**src/rtl/dosificador_pkg.sv**
```systemverilog
// Shared definitions for the colour dosing block: FSM encoding, channel
// indices and one-hot helpers used by the command decoder.
package dosificador_pkg;

  localparam int DOSE_W_DEF = 8;

  localparam logic [1:0] S_IDLE = 2'd0;
  localparam logic [1:0] S_LOAD = 2'd1;
  localparam logic [1:0] S_RUN  = 2'd2;
  localparam logic [1:0] S_DONE = 2'd3;

  // Channel index doubles as the bit position in Motores/step/flags.
  localparam logic [1:0] CH_R = 2'd2;
  localparam logic [1:0] CH_Y = 2'd1;
  localparam logic [1:0] CH_B = 2'd0;

  function automatic logic is_onehot(input logic [2:0] m);
    return (m == 3'b001) || (m == 3'b010) || (m == 3'b100);
  endfunction

  function automatic logic is_multihot(input logic [2:0] m);
    return (m & (m - 3'd1)) != 3'd0;
  endfunction

  function automatic logic [1:0] oh_idx(input logic [2:0] m);
    logic [1:0] idx;
    case (m)
      3'b100:  idx = CH_R;
      3'b010:  idx = CH_Y;
      default: idx = CH_B;
    endcase
    return idx;
  endfunction

  function automatic logic [2:0] idx_oh(input logic [1:0] c);
    logic [2:0] oh;
    case (c)
      CH_R:    oh = 3'b100;
      CH_Y:    oh = 3'b010;
      CH_B:    oh = 3'b001;
      default: oh = 3'b000;
    endcase
    return oh;
  endfunction

endpackage

```
**src/rtl/dosificador_if.sv**
```systemverilog
// Command/status bundle between the colour command FSM (master) and the
// dosing block (slave).
interface dosificador_if
  import dosificador_pkg::*;
#(
  parameter int DOSE_W = DOSE_W_DEF
);
  logic [2:0]        Motores;
  logic [DOSE_W-1:0] dose_r;
  logic [DOSE_W-1:0] dose_y;
  logic [DOSE_W-1:0] dose_b;
  logic [2:0]        step;
  logic [2:0]        flags;
  logic              busy;
  logic              err;

  modport master (
    output Motores, dose_r, dose_y, dose_b,
    input  step, flags, busy, err
  );

  modport slave (
    input  Motores, dose_r, dose_y, dose_b,
    output step, flags, busy, err
  );
endinterface

```
**src/rtl/dosificador_gen_tick.sv**
```systemverilog
// Motor step prescaler: one-cycle tick every TICK_DIV clocks, held at zero
// while clear is high so the first tick lands TICK_DIV cycles after release.
module gen_tick #(
  parameter int TICK_DIV = 50000
) (
  input  logic clk,
  input  logic reset,
  input  logic clear,
  output logic tick
);
  localparam int            CW   = $clog2(TICK_DIV);
  localparam logic [CW-1:0] LAST = CW'(TICK_DIV - 1);

  logic [CW-1:0] cnt;

  always_ff @(posedge clk or posedge reset) begin
    if (reset)                     cnt <= '0;
    else if (clear || cnt == LAST) cnt <= '0;
    else                           cnt <= cnt + CW'(1);
  end

  assign tick = !clear && (cnt == LAST);

endmodule

```
**src/rtl/dosificador.sv**
```systemverilog
// Single-channel-at-a-time dosing sequencer: accepts a one-hot colour
// command, issues dose step pulses at the prescaler rate, then holds a flag.
module dosificador
  import dosificador_pkg::*;
#(
  parameter int DOSE_W   = DOSE_W_DEF,
  parameter int TICK_DIV = 50000
) (
  input logic           clk,
  input logic           reset,
  dosificador_if.slave  bus
);

  logic [1:0]        rst_sync;
  logic              rst_int;
  logic [1:0]        state, state_nxt;
  logic [1:0]        chan;
  logic [2:0]        ch_oh;
  logic [DOSE_W-1:0] cnt;
  logic [DOSE_W-1:0] dose_sel;
  logic [2:0]        step_q, flags_q;
  logic              err_q;
  logic              tick;
  logic              cmd_lost;
  logic              cmd_hold;

  // Assert asynchronously, release two edges after reset drops.
  always_ff @(posedge clk or posedge reset) begin
    if (reset) rst_sync <= 2'b11;
    else       rst_sync <= {rst_sync[0], 1'b0};
  end
  assign rst_int = rst_sync[1];

  gen_tick #(.TICK_DIV(TICK_DIV)) u_tick (
    .clk   (clk),
    .reset (rst_int),
    .clear (state != S_RUN),
    .tick  (tick)
  );

  assign ch_oh    = idx_oh(chan);
  // Any departure from the latched one-hot command (drop or switch) aborts.
  assign cmd_lost = (bus.Motores != ch_oh);
  assign cmd_hold = |(bus.Motores & ch_oh);

  always_comb begin
    dose_sel = '0;
    case (bus.Motores)
      3'b100:  dose_sel = bus.dose_r;
      3'b010:  dose_sel = bus.dose_y;
      3'b001:  dose_sel = bus.dose_b;
      default: dose_sel = '0;
    endcase
  end

  always_comb begin
    state_nxt = S_IDLE;
    case (state)
      S_IDLE: state_nxt = is_onehot(bus.Motores) ? S_LOAD : S_IDLE;
      S_LOAD: begin
        if (cmd_lost)       state_nxt = S_IDLE;
        else if (cnt == '0) state_nxt = S_DONE;
        else                state_nxt = S_RUN;
      end
      S_RUN: begin
        if (cmd_lost)       state_nxt = S_IDLE;
        else if (cnt == '0) state_nxt = S_DONE;
        else                state_nxt = S_RUN;
      end
      S_DONE:  state_nxt = cmd_hold ? S_DONE : S_IDLE;
      default: state_nxt = S_IDLE;
    endcase
  end

  always_ff @(posedge clk or posedge rst_int) begin
    if (rst_int) begin
      state   <= S_IDLE;
      chan    <= '0;
      cnt     <= '0;
      step_q  <= '0;
      flags_q <= '0;
      err_q   <= 1'b0;
    end else begin
      state   <= state_nxt;
      step_q  <= '0;
      err_q   <= 1'b0;
      flags_q <= (state_nxt == S_DONE) ? ch_oh : 3'b000;
      case (state)
        S_IDLE: begin
          if (is_onehot(bus.Motores)) begin
            chan <= oh_idx(bus.Motores);
            cnt  <= dose_sel;
          end else if (is_multihot(bus.Motores)) begin
            err_q <= 1'b1;
          end
        end
        S_RUN: begin
          // Counter guard keeps the down-count from wrapping past zero.
          if (!cmd_lost && tick && cnt != '0) begin
            step_q <= ch_oh;
            cnt    <= cnt - DOSE_W'(1);
          end
        end
        default: ;
      endcase
    end
  end

  assign bus.step  = step_q;
  assign bus.flags = flags_q;
  assign bus.err   = err_q;
  assign bus.busy  = (state == S_LOAD) || (state == S_RUN);

endmodule
```
**src/flat_wrapper.sv**
```systemverilog
// flat-port wrapper written by rule: the top's interface ports become plain ports
module dosificador_flat import dosificador_pkg::*;
#(
  parameter int DOSE_W   = DOSE_W_DEF,
  parameter int TICK_DIV = 50000
)
  (clk, reset, bus_Motores, bus_dose_r, bus_dose_y, bus_dose_b, bus_step, bus_flags, bus_busy, bus_err);
  dosificador_if #(.DOSE_W(DOSE_W)) bus_i ();
  input logic clk;
  input logic reset;
  input wire logic [$bits(bus_i.Motores)-1:0] bus_Motores;
  input wire logic [$bits(bus_i.dose_r)-1:0] bus_dose_r;
  input wire logic [$bits(bus_i.dose_y)-1:0] bus_dose_y;
  input wire logic [$bits(bus_i.dose_b)-1:0] bus_dose_b;
  output wire logic [$bits(bus_i.step)-1:0] bus_step;
  output wire logic [$bits(bus_i.flags)-1:0] bus_flags;
  output wire logic [$bits(bus_i.busy)-1:0] bus_busy;
  output wire logic [$bits(bus_i.err)-1:0] bus_err;
  assign bus_i.Motores = bus_Motores;
  assign bus_i.dose_r = bus_dose_r;
  assign bus_i.dose_y = bus_dose_y;
  assign bus_i.dose_b = bus_dose_b;
  assign bus_step = bus_i.step;
  assign bus_flags = bus_i.flags;
  assign bus_busy = bus_i.busy;
  assign bus_err = bus_i.err;
  dosificador #(.DOSE_W(DOSE_W), .TICK_DIV(TICK_DIV)) u_core (.clk(clk), .reset(reset), .bus(bus_i));
endmodule
```
**config.mk**
```make
export PLATFORM = sky130hd
export DESIGN_NAME = dosificador_flat
export DESIGN_NICKNAME = d
export VERILOG_FILES = /design/src/rtl/dosificador_pkg.sv /design/src/rtl/dosificador_if.sv /design/src/rtl/dosificador_gen_tick.sv /design/src/rtl/dosificador.sv /design/src/flat_wrapper.sv
export SDC_FILE = /design/constraint.sdc
export NUM_CORES = 1
export LEC_CHECK = 0
export CAP_MARGIN = 15
export CELL_PAD_IN_SITES_DETAIL_PLACEMENT = 0
export CELL_PAD_IN_SITES_GLOBAL_PLACEMENT = 1
export CORE_MARGIN = 5
export CORE_UTILIZATION = 43
export CTS_CLUSTER_DIAMETER = 80
export DETAILED_ROUTE_END_ITERATION = 10
export GPL_TIMING_DRIVEN = 0
export HOLD_SLACK_MARGIN = 0.15
export MAX_ROUTING_LAYER = met4
export PLACE_DENSITY = 0.89
export SYNTH_ARGS = -nofsm -noshare
export SYNTH_HDL_FRONTEND = slang
export SYNTH_SLANG_ARGS = --single-unit
```
**constraint.sdc**
```tcl
create_clock -name clk -period 2.9 [get_ports clk]
set_clock_uncertainty 0.15 [all_clocks]
set_input_delay 0.58 -clock clk [delete_from_list [all_inputs] [get_ports clk]]
set_output_delay 0.58 -clock clk [all_outputs]
set_load 0.05 [all_outputs]
```
==> run_1/layers.png <==
Bar = 20 um. Only two layers are drawn.
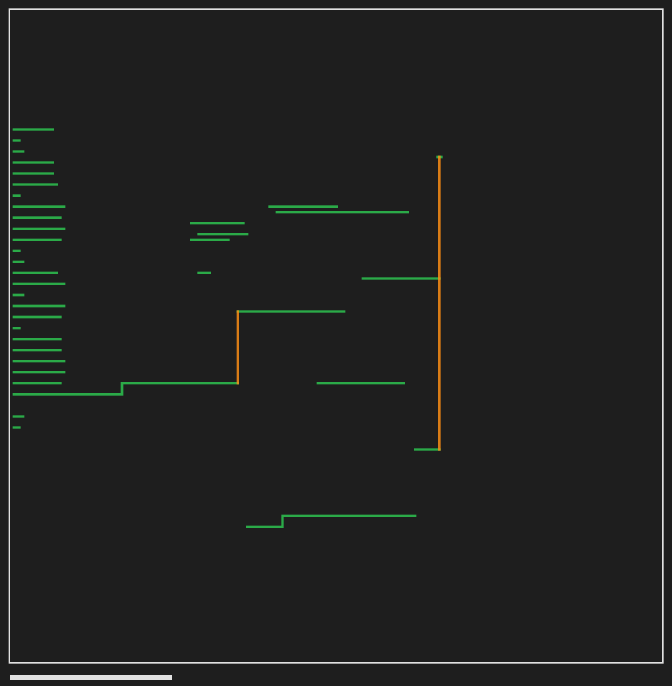
- M3: green (wire length 235 um)
- M4: orange (wire length 44.9 um)

==> run_1/route_heat.png <==
16 x 16 tiles, from white (low) to dark blue (high), scaled to the fullest tile. Values are wire area over tile area, all layers added.
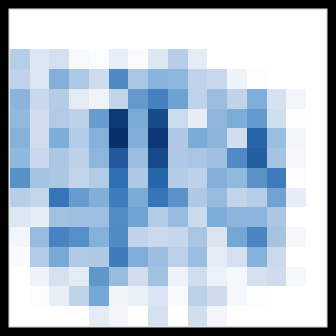
- mean over tiles: 0.11
- emptiest ninth of the die: top right
- densest ninth of the die: middle
- nearly empty tiles: 29%
- fullest tile: 0.43

==> GITHUB_STEP_SUMMARY, run 1 <==
### Metrics collected by this job

| Metric | Value |
|---|---|
| Buffers on Ports | `35` |
| Critical Path Start Type | `primary input` |
| Mapped cell area | `2130 um2` |
| Max VDD drop | `341 uV` |
| Synth async-reset ratio | `100%` |
| CTS tree | `yes` |
| Tot GR Track Use | `15.6%` |
| Cell taking the most area after synthesis | `dfrtp_1` |
| R2R Path End | `u_core.cnt[7]$_DFFE_PP0P_` |
| Synth Area per Inst | `9.62 um2` |
| Clock share of power | `32.6%` |
| Syn Inst Count | `221` |
| Largest net degree at the start of global routing | `22` |
| Clk root buf | `clkbuf_8` |
| CP max stage cell | `or4b_2` |
| And-or/or-and share of the synthesized area | `14.0%` |
| Unique cell types | `50` |
| Top-count cell post-synth | `dfrtp_1` |
| Vias | `1707` |
| Cell Int Power | `0.00100 W` |
| Global Route met3 Usage | `3.36%` |
| Flop pwr share | `42.1%` |
| Count of buffer and inverter cells on the critical path | `1` |
| MUX area fraction | `1.94%` |
| Worst stage delay on the critical path | `0.74 ns` |
| Dominant Register Cell | `dfrtp_1` |
| Clk latency late pin | `0.29 ns` |
| Residual DRC | `0` |
| Psw | `0.000408 W` |
| GRT met2 Usage | `26.4%` |
| Layout area overhead | `27.2%` |
| XOR Share, Synth | `6.59%` |
| Worst-path fanout max | `4` |
| Tmin final | `2.81 ns` |
| Core ar. | `4750 um2` |
| CP Launch Point | `bus_Motores[0]` |
| DRT antenna net count | `0` |
| Post-layout period usage | `97.0%` |
| Cts repair resizes | `0` |
| WL final | `4450 um` |
| Stage-log warning count | `28` |
| Crit path arrival time | `2.83 ns` |
| Commonest cells in the netlist | `dfrtp_1 (35), nand2_1 (21), nor2_1 (21)` |
| IO Pins | `37` |
| Horiz. Die Dim | `80.3 um` |
| Total of max-cap violations | `0` |
| Final nets | `300` |
| Initial core utilization | `44.7%` |
| Combinational share of power | `25.3%` |
| Hold depth | `0` |
| Comb area leader | `simple AND/OR/NAND/NOR gates` |
| Slew headroom | `41.9%` |
| TritonCTS Buffers | `5` |
| Vias/cell | `5.14` |
| Top cells, area | `dfrtp_1 (41%), ha_1 (4.1%), nand2_1 (3.7%), nor2_1 (3.7%), xnor2_1 (3.3%)` |
| Worst-case reg-to-reg path depth | `6` |
| HPWL after DPL | `3420 um` |
| Comb pwr | `0.000356 W` |
| Most frequent cells in the layout | `clkdlybuf4s50_1 (35), dfrtp_1 (35), nor2_1 (21), nand2_1 (21)` |
| Final Max Slew Viols | `0` |
| Global routing's busiest layer | `met2` |
| Final Hold Viols | `0` |
| First-pass GRT wire length | `7690 um` |
| Max Freq | `0.355 GHz` |
| Outcome | `complete, no violations` |
| # clock sinks | `37` |
| Crit path capture | `u_core.cnt[7]$_DFFE_PP0P_` |
| Grt met1 use | `18.8%` |
| Top flop regs | `u_core.u_tick.cnt (16), u_core.cnt (8)` |
| Yosys cell count | `221` |
| Largest delay share family, worst path | `simple AND/OR/NAND/NOR gates` |
| Share of the synthesized area in the top cell type | `41.2%` |
| Met2 wire len | `2130 um` |
| Crit path kind | `in2reg` |
| Vias in the first global route | `1682` |
| Post-synth tally of flip-flops with integrated enable | `0` |
| Adder share | `4.12%` |
| Top reg by flops | `u_core.u_tick.cnt` |
| Reg-to-reg slack, setup | `0.21 ns` |
| Final core occ | `56.9%` |
| Post-Synth Simple-Gate Area | `25.5%` |
| RSZ-0062 raised after global routing | `no` |
| RePlAce Congestion | `0.789` |
| CP Depth | `6` |
| CTS Hold Bufs | `0` |
==> run_1/closeup.png <==
Bar = 5 um. Window x 50 to 70, y 50 to 70 um. Cells in gray, sequential cells in the stronger gray; small squares are vias.
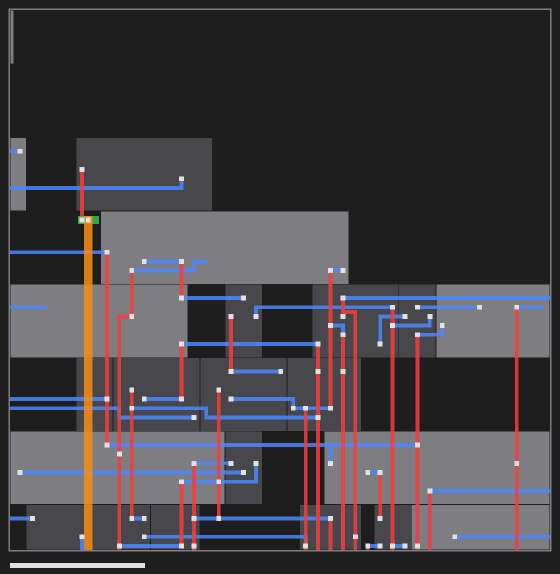
- M4: orange
- M3: green
- M1: blue
- M2: red
- cells with their middle in the window: 18
- netlist names of flops here include: u_core.u_tick.cnt (5)
- sequential cells in the window: 5
- most frequent: dfrtp_1 (5), nor2_1 (4), xnor2_1 (2)

-- run 1: layout make-up --
type / instances / area (um2)
Buffer: 11 / 56.3
Clock buffer: 7 / 86.3
Clock inverter: 1 / 30.0
Fill cell: 449 / 2050
Inverter: 8 / 30.0
Multi-Input combinational cell: 165 / 1110
Sequential cell: 37 / 928
Tap cell: 67 / 83.8
Timing Repair Buffer: 36 / 378
-- run 1: stage by stage --
stage / hold slack, ns / std cells / setup TNS, ns / setup WS, ns / instance area [um2]
after floorplan: 0.195 / 221 / 0 / 0.327 / 2130
after global placement: 0.197 / 323 / -0.781 / -0.196 / 2560
after detailed placement: 0.201 / 324 / -0.979 / -0.203 / 2590
after CTS: 0.212 / 332 / 0 / 0.112 / 2710
after global routing: 0.217 / 332 / 0 / 0.0190 / 2710
final: 0.209 / 332 / 0 / 0.0868 / 2710
==> inputs of run 2 (changes only) <==
Settings changed: GPL_TIMING_DRIVEN 0 to not set, SLEW_MARGIN set to 20.
==> run_2/congestion_map.png <==
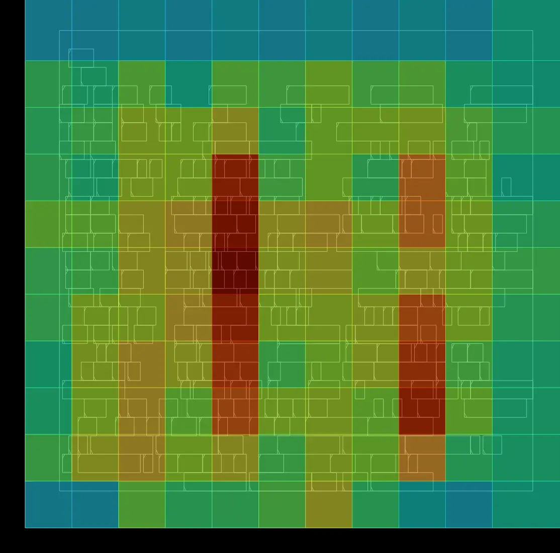
Tot GR Track Use: 16.0%
final core occ: 56.1%
DR WL/cell: 13.6 um
global routing's busiest layer: met2
Global Route met3 Usage: 3.25%

==> run 2 against run 1 <==
- core utilization is 0.79 points lower
- sequential power about the same
- cell area down 1.4%
- count of clock-buffer cells in the layout did not move
- critical path type unchanged
- via count is 0.41% higher
- global-route usage is 0.38 points higher
- sequential cell count is the same
==> GITHUB_STEP_SUMMARY, run 2 <==
### Metrics collected by this job

| Metric | Value |
|---|---|
| CTS tree | `yes` |
| Slew @ Worst Pin | `0.539 ns` |
| Crit path arrival time | `2.72 ns` |
| Postcts setup bufs | `0` |
| Die area | `6450 um2` |
| Outcome | `complete, no violations` |
| Cts repair resizes | `0` |
| Count of buffer and inverter cells on the critical path | `1` |
| Setup WS pre-CTS | `-0.106 ns` |
| Combinational share of power | `27.3%` |
| Stage-log warning count | `28` |
| CP max stage cell | `or4b_4` |
| Final-report setup violation count | `0` |
| Horiz. Die Dim | `80.3 um` |
| Cell Int Power | `0.000891 W` |
| Total Neg Setup Slack | `0 ns` |
| CTS Hold Bufs | `0` |
| Final Hold Viols | `0` |
| Worst-path clk slew | `0.07 ns` |
| Top routing layer in use | `met4` |
| Reg2reg start | `u_core.chan[1]$_DFFE_PP0P_` |
| Rows | `25` |
| Worst path required time | `2.91 ns` |
| Synth Seq Share | `43.6%` |
| Clk latency late pin | `0.29 ns` |
| Pleak | `1.13 nW` |
| Critical Path Start Type | `primary input` |
| Final Max Slew Viols | `0` |
| Share of the synthesized area in the top cell type | `41.2%` |
| Syn Inst Count | `221` |
| Comb area leader | `simple AND/OR/NAND/NOR gates` |
| Buffers on Ports | `36` |
| DRT met1 WL | `2050 um` |
| Max VDD drop | `267 uV` |
| Pre-antenna DRT Iters | `4` |
| Synth async-reset ratio | `100%` |
| HP Class | `reg2async` |
| Routed wl met3 | `225 um` |
| Max reg flops | `16` |
| Psw | `0.000414 W` |
| Initial drt markers | `59` |
| Initial antenna violation count | `0` |
| Worst setup EP type | `flop` |
| # clock sinks | `37` |
| IO Pins | `37` |
| TritonCTS Buffers | `5` |
| Clock share of power | `27.1%` |
| Bufs on Longest Clock Path | `2` |
| H-tree depth | `2` |
| CP Depth | `6` |
| Commonest cells in the netlist | `dfrtp_1 (35), nand2_1 (21), nor2_1 (21)` |
| Grt met1 use | `18.2%` |
| Combinational gate area | `1110 um2` |
| Top flop regs | `u_core.u_tick.cnt (16), u_core.cnt (8)` |
| Met2 wire len | `2150 um` |
| Total grt overflow | `0` |
| Yosys synthesis warning count | `0` |
| Largest delay share family, worst path | `simple AND/OR/NAND/NOR gates` |
| Worst stage delay on the critical path | `0.55 ns` |
| Vias in the first global route | `1854` |
| HPWL after DPL | `3430 um` |
| Cell taking the most area after synthesis | `dfrtp_1` |
| Initial core utilization | `44.7%` |
| First-pass GRT wire length | `7980 um` |
| Unique cell types | `50` |
| Worst-case reg-to-reg path depth | `6` |
| Mapped cell area | `2130 um2` |
| Final nets | `298` |
| Crit path kind | `in2reg` |
| Post-Synth Simple-Gate Area | `25.5%` |
| Top cells, area | `dfrtp_1 (41%), ha_1 (4.1%), nand2_1 (3.7%), nor2_1 (3.7%), xnor2_1 (3.3%)` |
| Crit path capture | `u_core.cnt[1]$_DFFE_PP0P_` |
| PD cells | `489 nW/um2` |
| Layout area overhead | `25.4%` |
| Synth Area per Inst | `9.62 um2` |
| CP Launch Point | `bus_Motores[0]` |
| Clk root buf | `clkbuf_8` |
| Adder share | `4.12%` |
| Residual DRC | `0` |
| Fillers | `457` |
| RSZ-0062 raised after global routing | `no` |
| R2R Path End | `u_core.cnt[1]$_DFFE_PP0P_` |
| CP Cell Sequence | `clkdlybuf4s50_1 > ha_1 > or2_2 > or4b_4 > a21o_1 > mux2_4` |
| FF+latch area | `928 um2` |
| Flop pwr share | `45.6%` |
| DRT antenna net count | `0` |
| Top-count cell post-synth | `dfrtp_1` |
| XOR Share, Synth | `6.59%` |
| Chip Area, Yosys | `2130 um2` |
| Vias/cell | `5.19` |
| MUX area fraction | `1.94%` |
| Switching portion of total power | `31.7%` |
| Worst-path fanout max | `3` |
| Yosys cell count | `221` |
| Total chip power | `0.00130 W` |
| Reg-to-reg slack, setup | `0.30 ns` |
| Tmin final | `2.70 ns` |
| Dominant Register Cell | `dfrtp_1` |
| Final worst slack | `0.197 ns` |
| Die height | `80.3 um` |
| Post-layout period usage | `93.2%` |
| Total of max-cap violations | `0` |
| Most frequent cells in the layout | `clkdlybuf4s50_1 (36), dfrtp_1 (35), nor2_1 (21), nand2_1 (21), buf_4 (9)` |
| Largest net degree at the start of global routing | `36` |
| Max Freq | `0.370 GHz` |
| Share of cells above drive strength 1 | `12.9%` |
| Post-synth tally of flip-flops with integrated enable | `0` |
| Yosys reg bits | `37` |
| Top reg by flops | `u_core.u_tick.cnt` |
| Most numerous logic cell after layout | `clkdlybuf4s50_1` |
| And-or/or-and share of the synthesized area | `14.0%` |
| Hold WS | `0.197 ns` |
| # diodes | `0` |
| Syn_nets | `257` |
| Core ar. | `4750 um2` |
| GRT met2 Usage | `28.0%` |
| RePlAce Congestion | `0.821` |
| Slew headroom | `63.8%` |
==> run_2/route_heat.png <==
16 x 16 tiles, from white (low) to dark blue (high), scaled to the fullest tile. Values are wire area over tile area, all layers added.
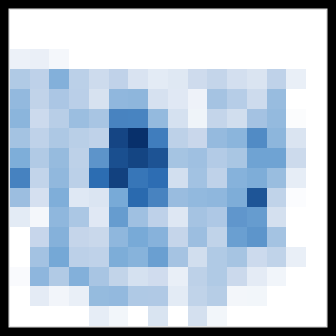
WL final: 4490 um
vias: 1714

[run 2: power by group through the flow]
stage               Clock [W]  Combinational, W  Sequential [W]
floorplan                   0          0.000243        0.000601
global placement            0          0.000355        0.000601
detailed placement          0          0.000356        0.000602
CTS                  0.000364          0.000358        0.000593
global route         0.000391          0.000397        0.000599
finish               0.000353          0.000357        0.000594
[run 2: per-stage QoR]
step                      area [um2]  cells
after detailed placement        2580    322
final                           2670    330
after global routing            2670    330
after CTS                       2670    330
after global placement          2580    322
after floorplan                 2130    221
[run 2: area by class of cell]
type,count,share of cell area [%]
well taps,67,3.14
clock inverters,1,0.328
inverters,8,1.13
clock buffers,7,2.86
repair buffers,45,16.0
multi-input cells,165,41.7
flip-flops and latches,37,34.8
Power and IR drop assume default switching activity.
